### src/rtl/comma_align_ctrl.sv
// Receive word-alignment controller: steps the barrel-shifter offset until K28.5
// commas appear reliably, holds lock, and gates rx_valid on clean locked words.
module comma_align_ctrl #(
    parameter int COMMA_NUMBER = 4,
    parameter int HUNT_WORDS   = 16,
    parameter int SETTLE       = 2,
    parameter int LOSS_LIMIT   = 4
) (
    input  logic       clk,
    input  logic       rst,
    input  logic       enable,
    input  logic [9:0] aligned_word,
    input  logic       code_err,
    output logic [3:0] slip_offset,
    output logic       slip,
    output logic       lock,
    output logic       comma_det,
    output logic       lock_lost,
    output logic       rx_valid,
    output logic [9:0] data_out,
    output logic [1:0] state
);

    typedef enum logic [1:0] {
        ST_HUNT   = 2'b00,
        ST_VERIFY = 2'b01,
        ST_LOCKED = 2'b10
    } state_t;

    localparam logic [3:0] LP_CN     = 4'(COMMA_NUMBER);
    localparam logic [5:0] LP_HW     = 6'(HUNT_WORDS);
    localparam logic [2:0] LP_SETTLE = 3'(SETTLE);
    localparam logic [3:0] LP_LL     = 4'(LOSS_LIMIT);

    state_t     r_state;
    logic [3:0] r_offset;
    logic       r_slip;
    logic       r_lock;
    logic       r_comma_det;
    logic       r_lock_lost;
    logic       r_rx_valid;
    logic [9:0] r_data;
    logic [5:0] r_hunt_cnt;
    logic [5:0] r_gap_cnt;
    logic [3:0] r_good_cnt;
    logic [3:0] r_err_cnt;
    logic [2:0] r_settle;

    logic       w_comma;
    logic [3:0] w_next_off;
    logic [5:0] w_hunt_inc;
    logic [5:0] w_gap_inc;
    logic [3:0] w_good_inc;
    logic [3:0] w_err_inc;

    assign w_comma    = (aligned_word == 10'h0FA) || (aligned_word == 10'h305);
    assign w_next_off = (r_offset == 4'd9) ? 4'd0 : r_offset + 4'd1;
    assign w_hunt_inc = r_hunt_cnt + 6'd1;
    assign w_gap_inc  = r_gap_cnt + 6'd1;
    assign w_good_inc = r_good_cnt + 4'd1;
    assign w_err_inc  = r_err_cnt + 4'd1;

    always_ff @(posedge clk) begin
        if (rst) begin
            r_state     <= ST_HUNT;
            r_offset    <= 4'd0;
            r_slip      <= 1'b0;
            r_lock      <= 1'b0;
            r_comma_det <= 1'b0;
            r_lock_lost <= 1'b0;
            r_rx_valid  <= 1'b0;
            r_data      <= 10'd0;
            r_hunt_cnt  <= 6'd0;
            r_gap_cnt   <= 6'd0;
            r_good_cnt  <= 4'd0;
            r_err_cnt   <= 4'd0;
            r_settle    <= LP_SETTLE;
        end else begin
            r_data      <= aligned_word;
            r_rx_valid  <= (r_state == ST_LOCKED) && !code_err;
            r_slip      <= 1'b0;
            r_comma_det <= 1'b0;
            r_lock_lost <= 1'b0;
            if (!enable) begin
                r_state     <= ST_HUNT;
                r_lock      <= 1'b0;
                r_lock_lost <= (r_state == ST_LOCKED);
                r_hunt_cnt  <= 6'd0;
                r_gap_cnt   <= 6'd0;
                r_good_cnt  <= 4'd0;
                r_err_cnt   <= 4'd0;
                r_settle    <= LP_SETTLE;
            end else if (r_settle != 3'd0) begin
                // shifter output still reflects the previous offset
                r_settle <= r_settle - 3'd1;
            end else begin
                unique case (r_state)
                    ST_HUNT: begin
                        if (w_comma) begin
                            r_comma_det <= 1'b1;
                            r_good_cnt  <= 4'd1;
                            r_gap_cnt   <= 6'd0;
                            r_hunt_cnt  <= 6'd0;
                            if (LP_CN == 4'd1) begin
                                r_state   <= ST_LOCKED;
                                r_lock    <= 1'b1;
                                r_err_cnt <= 4'd0;
                            end else begin
                                r_state <= ST_VERIFY;
                            end
                        end else if (w_hunt_inc == LP_HW) begin
                            r_offset   <= w_next_off;
                            r_slip     <= 1'b1;
                            r_hunt_cnt <= 6'd0;
                            r_settle   <= LP_SETTLE;
                        end else begin
                            r_hunt_cnt <= w_hunt_inc;
                        end
                    end
                    ST_VERIFY: begin
                        if (code_err || (!w_comma && (w_gap_inc == LP_HW))) begin
                            r_offset   <= w_next_off;
                            r_slip     <= 1'b1;
                            r_state    <= ST_HUNT;
                            r_hunt_cnt <= 6'd0;
                            r_gap_cnt  <= 6'd0;
                            r_good_cnt <= 4'd0;
                            r_settle   <= LP_SETTLE;
                        end else if (w_comma) begin
                            r_comma_det <= 1'b1;
                            r_gap_cnt   <= 6'd0;
                            r_good_cnt  <= w_good_inc;
                            if (w_good_inc == LP_CN) begin
                                r_state   <= ST_LOCKED;
                                r_lock    <= 1'b1;
                                r_err_cnt <= 4'd0;
                            end
                        end else begin
                            r_gap_cnt <= w_gap_inc;
                        end
                    end
                    ST_LOCKED: begin
                        r_comma_det <= w_comma;
                        // loss of lock re-hunts at the same offset before slipping
                        if (!code_err) begin
                            r_err_cnt <= 4'd0;
                        end else if (w_err_inc == LP_LL) begin
                            r_state     <= ST_HUNT;
                            r_lock      <= 1'b0;
                            r_lock_lost <= 1'b1;
                            r_err_cnt   <= 4'd0;
                            r_hunt_cnt  <= 6'd0;
                            r_gap_cnt   <= 6'd0;
                            r_good_cnt  <= 4'd0;
                            r_settle    <= LP_SETTLE;
                        end else begin
                            r_err_cnt <= w_err_inc;
                        end
                    end
                    default: begin
                        r_state <= ST_HUNT;
                        r_lock  <= 1'b0;
                    end
                endcase
            end
        end
    end

    assign slip_offset = r_offset;
    assign slip        = r_slip;
    assign lock        = r_lock;
    assign comma_det   = r_comma_det;
    assign lock_lost   = r_lock_lost;
    assign rx_valid    = r_rx_valid;
    assign data_out    = r_data;
    assign state       = r_state;

endmodule

### config.mk
export PLATFORM = sky130hd
export DESIGN_NAME = comma_align_ctrl
export DESIGN_NICKNAME = d
export VERILOG_FILES = /design/src/rtl/comma_align_ctrl.sv
export SDC_FILE = /design/constraint.sdc
export NUM_CORES = 1
export LEC_CHECK = 0
export ABC_AREA = 1
export ABC_CLOCK_PERIOD_IN_PS = 3000
export CAP_MARGIN = 20
export CORE_AREA = 2 2 73 82
export CTS_CLUSTER_SIZE = 30
export DETAILED_ROUTE_END_ITERATION = 8
export DIE_AREA = 0 0 75 84
export PLACE_DENSITY = 0.65
export SYNTH_ARGS = -nofsm -noshare
export SYNTH_HDL_FRONTEND = slang
export SYNTH_SLANG_ARGS = --single-unit
### constraint.sdc
create_clock -name clk -period 3 [get_ports clk]
set_clock_uncertainty 0.2 [all_clocks]
set_input_delay 0.6 -clock clk [delete_from_list [all_inputs] [get_ports clk]]
set_output_delay 0.6 -clock clk [all_outputs]
set_load 0.01 [all_outputs]
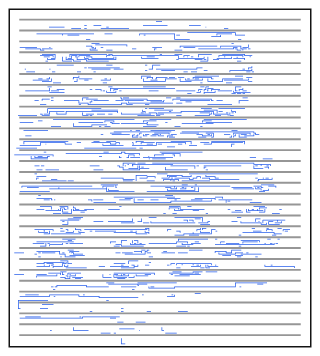
m1.png
Scale: 4 px per um. Supply wires on this layer in grey.
longest straight run: 25.3 um
nets with wire on the layer: 386
wire length on this layer: 2370 um

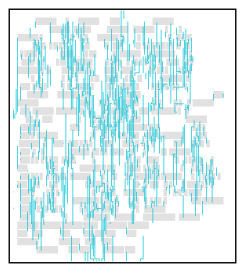
m2.png
Scale: 3 px per um. Cells faint in the background.
wire length on this layer: 2550 um
main direction: vertical
nets with wire on the layer: 335
share of all routed wire: 47%

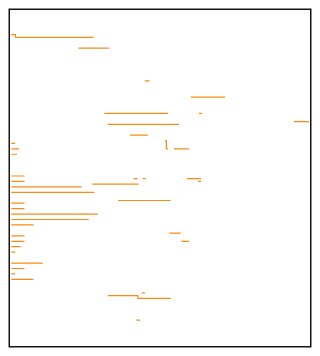
m3.png
Scale: 4 px per um.
share of all routed wire: 4.8%
longest straight run: 21.4 um
wire length on this layer: 258 um
main direction: horizontal

==> results_slide.txt <==
Implementation Results

Run status
  • Status: completed

CTS
  • # hold bufs at CTS: 0
  • Num CTS Buffers: 5
  • Root Driver: clkbuf_8
  • Cts repair resizes: 0

Global route
  • Grt total ovfl: 0
  • Vias in the first global route: 2012
  • Initial antenna violation count: 0

Routing
  • Routed vias: 2289
  • Drc violations: 0

Min path
  • Min-delay worst type: reg -> reg

Setup path
  • Startpoint Class: input port
  • Critical Path Fanout Max: 12

Power
  • Pwr dens: 389.0 mW/mm^2
  • Max VDD drop: 0.3198 mV
  • P_leak: 1.282 nW

Synthesis
  • Yosys cell count: 359
  • Synth Flop Type: dfxtp_1
  • Unique cell types: 32

Timing
  • Slew headroom: 74.25%

Die
  • Starting density of the core: 43.68%
  • IO Pins: 35
  • Placeable Area: 0.005552 mm^2

Finish
  • Antenna cells: 0
  • Utilization after layout: 53.53%

Flow run
  • Max Cap Violations: 0
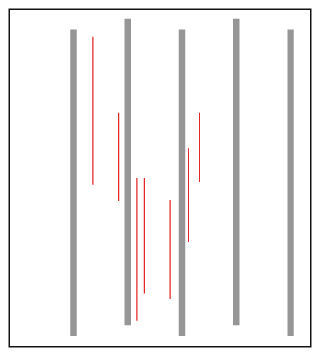
m4.png
Scale: 4 px per um. Supply wires on this layer in grey.
wire length on this layer: 187 um
main direction: vertical

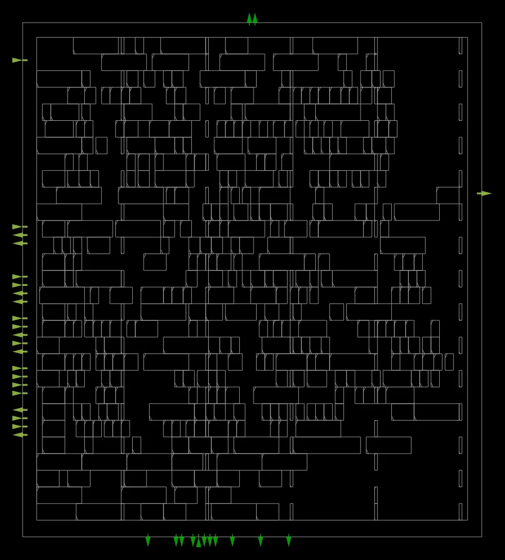
placed.png
Rows: 29
well tap count: 77
final cell count without fillers: 477

## routing by layer
layer / part of all wire (%) / track usage (%) / vias to the layer above / wire length (um)
met4: 3.5 / 9.253 / 0 / 187
met2: 47 / 28.47 / 50 / 2548
met3: 4.8 / 4.710 / 15 / 258
li1: - / - / 1207 / -
met5: 0 / 0 / - / 0
met1: 44 / 22.35 / 1017 / 2373
## per-stage QoR
stage	setup slack, ps	hold slack (ps)	instances	area [um^2]
detailed placement	250.2	247.2	469	2864
floorplan	1029	225.7	359	2425
global route	301.4	271.3	477	2972
global placement	326.7	238.4	469	2864
finish	549.0	263.5	477	2972
CTS	560.2	263.1	477	2972
## power breakdown
part           internal (mW)  switching, mW  total (mW)
Sequential             0.595        0.00568       0.601
Clock                  0.247          0.205       0.453
Combinational         0.0468         0.0558       0.103
Total                  0.889          0.267        1.16
## layout make-up
class	instances	area, um^2	share of cell area [%]
flip-flops and latches	44	880.8	29.64
clock buffers	6	72.57	2.442
clock inverters	2	35.03	1.179
repair buffers	38	370.4	12.46
inverters	55	206.4	6.947
multi-input cells	255	1310	44.08
well taps	77	96.34	3.242
## synthesized netlist by cell type (2+ instances only)
| cell | number | area (um^2) |
|---|---|---|
| inv_1 | 53 | 198.9 |
| xor2_1 | 3 | 26.28 |
| a21oi_1 | 18 | 90.09 |
| clkbuf_1 | 2 | 7.510 |
| o21ai_1 | 3 | 15.01 |
| dfxtp_1 | 44 | 880.8 |
| ha_1 | 13 | 162.7 |
| nor3_1 | 9 | 45.04 |
| buf_4 | 2 | 15.01 |
| nand3_1 | 27 | 135.1 |
| a211oi_1 | 2 | 15.01 |
| nand3_2 | 4 | 40.04 |
| nand4_1 | 7 | 43.79 |
| o21ai_0 | 10 | 50.05 |
| nand2_1 | 82 | 307.8 |
| nor2_1 | 58 | 217.7 |
| nand2_4 | 2 | 22.52 |
| nand2_2 | 6 | 37.54 |
## kinds of logic (layout without fill, tap and decap cells)
family,after synthesis,in the layout,share of synthesized area [%]
simple gates,200,200,37.00
buf+inv,60,101,9.649
flops,44,44,36.33
compound gates,37,37,8.205
fa+ha+maj,13,13,6.708
xor+xnor,5,5,2.116
## registers in the layout, indices dropped and copies added (netlist names), 2 cells and up
name / count
r_settle: 3
r_err_cnt: 4
data_out: 10
slip_offset: 4
r_good_cnt: 4
state: 2
r_gap_cnt: 6
r_hunt_cnt: 6
## path summary, 6_finish.rpt
kind                             startpoint                          to  cells after the start
setup / recovery            aligned_word[2]  r_hunt_cnt[2]$_SDFFE_PP0P_                     13
hold reg to reg    r_settle[0]$_SDFFE_PP0P_    r_settle[0]$_SDFFE_PP0P_                      1
setup reg to reg  r_gap_cnt[0]$_SDFFE_PP0P_  r_hunt_cnt[2]$_SDFFE_PP0P_                     13
hold / removal     r_settle[0]$_SDFFE_PP0P_    r_settle[0]$_SDFFE_PP0P_                      1
## critical path: stages
cell and delay, ps:
clkdlybuf4s50_1 480, inv_1 60, nand2_1 70, nor2_1 40
nand3_1 100, nand2_2 110, nor2_1 170, nand2_2 100
nand3_2 220, nand3_2 230, inv_2 130, nand2_1 60
a21oi_1 120
Power figures rest on the tool's default switching activity, not on a simulated workload.
